<file path="config.mk">
export PLATFORM = sky130hd
export DESIGN_NAME = clk_div_ctrl
export DESIGN_NICKNAME = d
export VERILOG_FILES = /design/src/rtl/clk_div_ctrl.sv
export SDC_FILE = /design/constraint.sdc
export NUM_CORES = 1
export LEC_CHECK = 0
export CORE_ASPECT_RATIO = 1.5
export CORE_MARGIN = 1.5
export CORE_UTILIZATION = 57
export CTS_BUF_LIST = sky130_fd_sc_hd__clkbuf_8 sky130_fd_sc_hd__clkbuf_16
export DETAILED_ROUTE_END_ITERATION = 8
export GPL_TIMING_DRIVEN = 0
export PLACE_DENSITY = 0.79
export SYNTH_ARGS = -nofsm -noshare
export SYNTH_HDL_FRONTEND = slang
export SYNTH_SLANG_ARGS = --single-unit
</file>
<file path="constraint.sdc">
create_clock -name clk -period 2.7 [get_ports clk]
set_clock_uncertainty 0.05 [all_clocks]
set_input_delay 0.54 -clock clk [delete_from_list [all_inputs] [get_ports clk]]
set_output_delay 0.54 -clock clk [all_outputs]
set_load 0.02 [all_outputs]
</file>
<file path="src/rtl/clk_div_ctrl.sv">
// clk_div_ctrl: runtime-configurable clock-enable divider controller.
// New divide values are applied only at half-period boundaries (no runt phases).
module clk_div_ctrl #(
    parameter int WIDTH       = 16,
    parameter int DEFAULT_DIV = 1
) (
    input  logic             clk,
    input  logic             rst,
    input  logic             run,
    input  logic             cfg_valid,
    input  logic [WIDTH-1:0] cfg_div,
    output logic             cfg_ready,
    output logic             clk_d,
    output logic             tick,
    output logic             busy
);

    typedef enum logic [1:0] {
        IDLE,
        RUN,
        PEND
    } state_t;

    state_t           state;
    state_t           state_n;
    logic [WIDTH-1:0] div;
    logic [WIDTH-1:0] div_n;
    logic [WIDTH-1:0] pend_div;
    logic [WIDTH-1:0] pend_div_n;
    logic [WIDTH-1:0] count;
    logic [WIDTH-1:0] count_n;
    logic             clk_d_n;
    logic             tick_n;
    logic             xfer;
    logic             term;

    assign cfg_ready = (state != PEND);
    assign busy      = (state != IDLE);
    assign xfer      = cfg_valid & cfg_ready;
    assign term      = busy & (count == div);

    always_ff @(posedge clk or posedge rst) begin
        if (rst) begin
            state    <= IDLE;
            div      <= WIDTH'(DEFAULT_DIV);
            pend_div <= '0;
            count    <= '0;
            clk_d    <= 1'b0;
            tick     <= 1'b0;
        end else begin
            state    <= state_n;
            div      <= div_n;
            pend_div <= pend_div_n;
            count    <= count_n;
            clk_d    <= clk_d_n;
            tick     <= tick_n;
        end
    end

    always_comb begin
        state_n    = state;
        div_n      = div;
        pend_div_n = pend_div;
        count_n    = count;
        clk_d_n    = clk_d;
        tick_n     = 1'b0;
        unique case (state)
            IDLE: begin
                if (xfer) div_n = cfg_div;
                if (run) begin
                    state_n = RUN;
                    count_n = '0;
                end
            end
            RUN, PEND: begin
                // Stopping wins over a coincident terminal cycle.
                if (!run) begin
                    state_n = IDLE;
                    count_n = '0;
                    clk_d_n = 1'b0;
                    if (state == PEND) div_n = pend_div;
                    else if (xfer) div_n = cfg_div;
                end else if (term) begin
                    count_n = '0;
                    clk_d_n = ~clk_d;
                    tick_n  = 1'b1;
                    if (state == PEND) begin
                        div_n   = pend_div;
                        state_n = RUN;
                    end else if (xfer) begin
                        div_n = cfg_div;
                    end
                end else begin
                    count_n = count + 1'b1;
                    if (xfer) begin
                        pend_div_n = cfg_div;
                        state_n    = PEND;
                    end
                end
            end
            default: state_n = IDLE;
        endcase
    end

endmodule

</file>
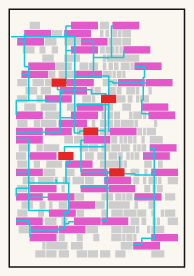
Figure 1: routed clock nets over the placement.
Drawn at 3 px/um.
flip-flops: in magenta, count 52. clock drivers: in red, count 5. clock wires: in cyan, length 605 um.
Position of the flops: spread over the die.
clock share of power: 17.5%
Clk power: 526 uW
Late-Pin Clk Latency: 0.30 ns

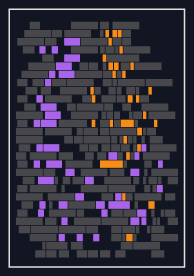
Figure 2: selected gate families.
Drawn at 3 px/um.
inverting AOI/OAI gates: in purple, cells 41. NOR gates: in orange, cells 29.
post-route insts no fill: 302
multi-input logic portion of the cell area: 40.1%

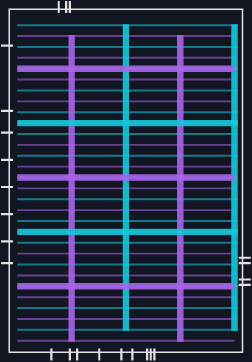
Figure 3: supply network.
Drawn at 4 px/um. Pins as bars on the die edge.
VSS: in purple. VDD: in cyan.
30 met1 rails follow the rows. The core has 29 rows. 5 straps on met5. 24 signal pins sit on the boundary. 4 straps on met4.
CORE AREA: 4280 um2
die width: 57.9 um
chip height: 85.4 um

==> CHANGELOG.md <==
## Implementation

- CP Max Fanout: 10
- Core Rows: 29
- Max_cap viols: 0
- Crit path cell chain: inv_1 > ha_1 > inv_1 > nand2_1 > nor4_4 > a21oi_2 > nand2_2 > buf_4 > mux2_2
- Tcrit/Tclk final: 92.2%
- Most used DFF post-synth: dfrtp_1
- Post-synth cell types: 34
- Top cells by area: dfrtp_1 (49%), mux2_2 (7.4%), xnor2_1 (7.1%)
- Met3 routed WL: 114 um
- Reg2reg start: state[0]
- Area Growth Syn to Fin: 16.3%
- Syn Inst Count: 224
- Antenna-violating nets left: 0
- Clock Pin Slew Worst Setup and Hold Paths: 0.09 ns
- Hold Path Class: in2async
- Synth top cell by count: dfrtp_1
- Number of buffers and inverters on the critical path: 3
- Total grt overflow: 0
- GR Util met2: 41.2%
- Non-clock buffers: 30
- Routed WL: 5.09 mm
- Setup Crit Path Kind: reg2reg
- CTS Buf Count: 5
- Clock root buffer: clkbuf_8
- Post-DP Area: 2890 um2
- Clock-cell share of area: 3.58%
- DRT iter0 DRCs: 86
- CP arrival: 2.63 ns
- Core Util, Final: 70.1%
- Leakage: 0.00123 uW
- Initial Utilization: 60.3%
- RSZ-0062 raised after global routing: no
- Post-synth EDFFs: 0
- Flop share of the area: 43.4%
- H-Tree Depth: 2
- Synth Net Count: 249
- IO buf count: 23
- FF/Latch Area: 1300 um2
- Place WS: -0.0972 ns
- GR peak layer: met2
- R2r endpoint: pend_div[13]
- Final setup TNS: 0 ns
- Clk sinks: 52
- Top cells excl fill/tap: dfrtp_1 (51), clkdlybuf4s50_1 (23), xnor2_1 (21)
- Fraction of synthesis flops using an asynchronous set or reset pin: 100%
- Top cell type by total area after synthesis: dfrtp_1
- Final RePlAce weighted congestion: 0.862
- Global routing usage on met1: 27.3%
- Tot GR Track Use: 23.1%
- Largest cell class by area: flip-flops and latches
- VDD IR-drop max: 0.569 mV
- Post-CTS Setup Repair Bufs: 0
- Levels on crit path: 9
- Worst Setup EP: pend_div[13]
- Post-synth top cells: dfrtp_1 (51), xnor2_1 (21), nor2_1 (20)
- Status: finished clean
- Post-synth seq share: 50.5%
- Initial antenna violation count: 0
- Cell Area, Synth: 2580 um2
- Slowest cell on crit path: dfrtp_1
- DRC violations left: 0
- First-pass GRT wire length: 8.83 mm
- Fillers: 316
- Share of cells above drive strength 1: 18.4%
- Flop Count: 52
- Synth Warn #: 0
- CP delay by family, top: simple AND/OR/NAND/NOR gates
- Total die size: 4950 um2
- Comb area: 1200 um2
- Placed cells: 294
- Syn_area_per_cell: 11.5 um2
- Antenna diodes: 0
- DR WL/cell: 16.9 um
- Clock Tree Buf Depth: 2
- Max layer used: met4
- Yosys stat cell total: 224
- CP startpoint: state[0]
- Initial DRT Pass Iterations: 6
- Slew Limit Fails: 0
- Reg2reg setup slack: 0.21 ns
- Final #Nets: 280
- Dominant logic cell type in the layout: dfrtp_1
logic make-up (layout without fill, tap and decap cells):
kind of cell / after synthesis / after routing / share of synthesized area (%)
compound gates: 42 / 42 / 14.8
simple gates: 61 / 61 / 11.5
mux: 17 / 17 / 7.42
fa+ha+maj: 5 / 5 / 2.42
flops: 52 / 52 / 50.5
buf+inv: 17 / 49 / 3.10
xor+xnor: 30 / 30 / 10.2
state kept, by name, summed over array words and instances, names as in the netlist:
register / cells
pend_div: 16
state: 2
tick: 1
div: 16
clk_d: 1
count: 16
report_power, final:
group	internal [uW]	total, uW	switching (uW)
Clock	272	526	254
Sequential	1060	1270	212
Combinational	638	1220	581
Power is estimated from default activity; no workload was simulated.
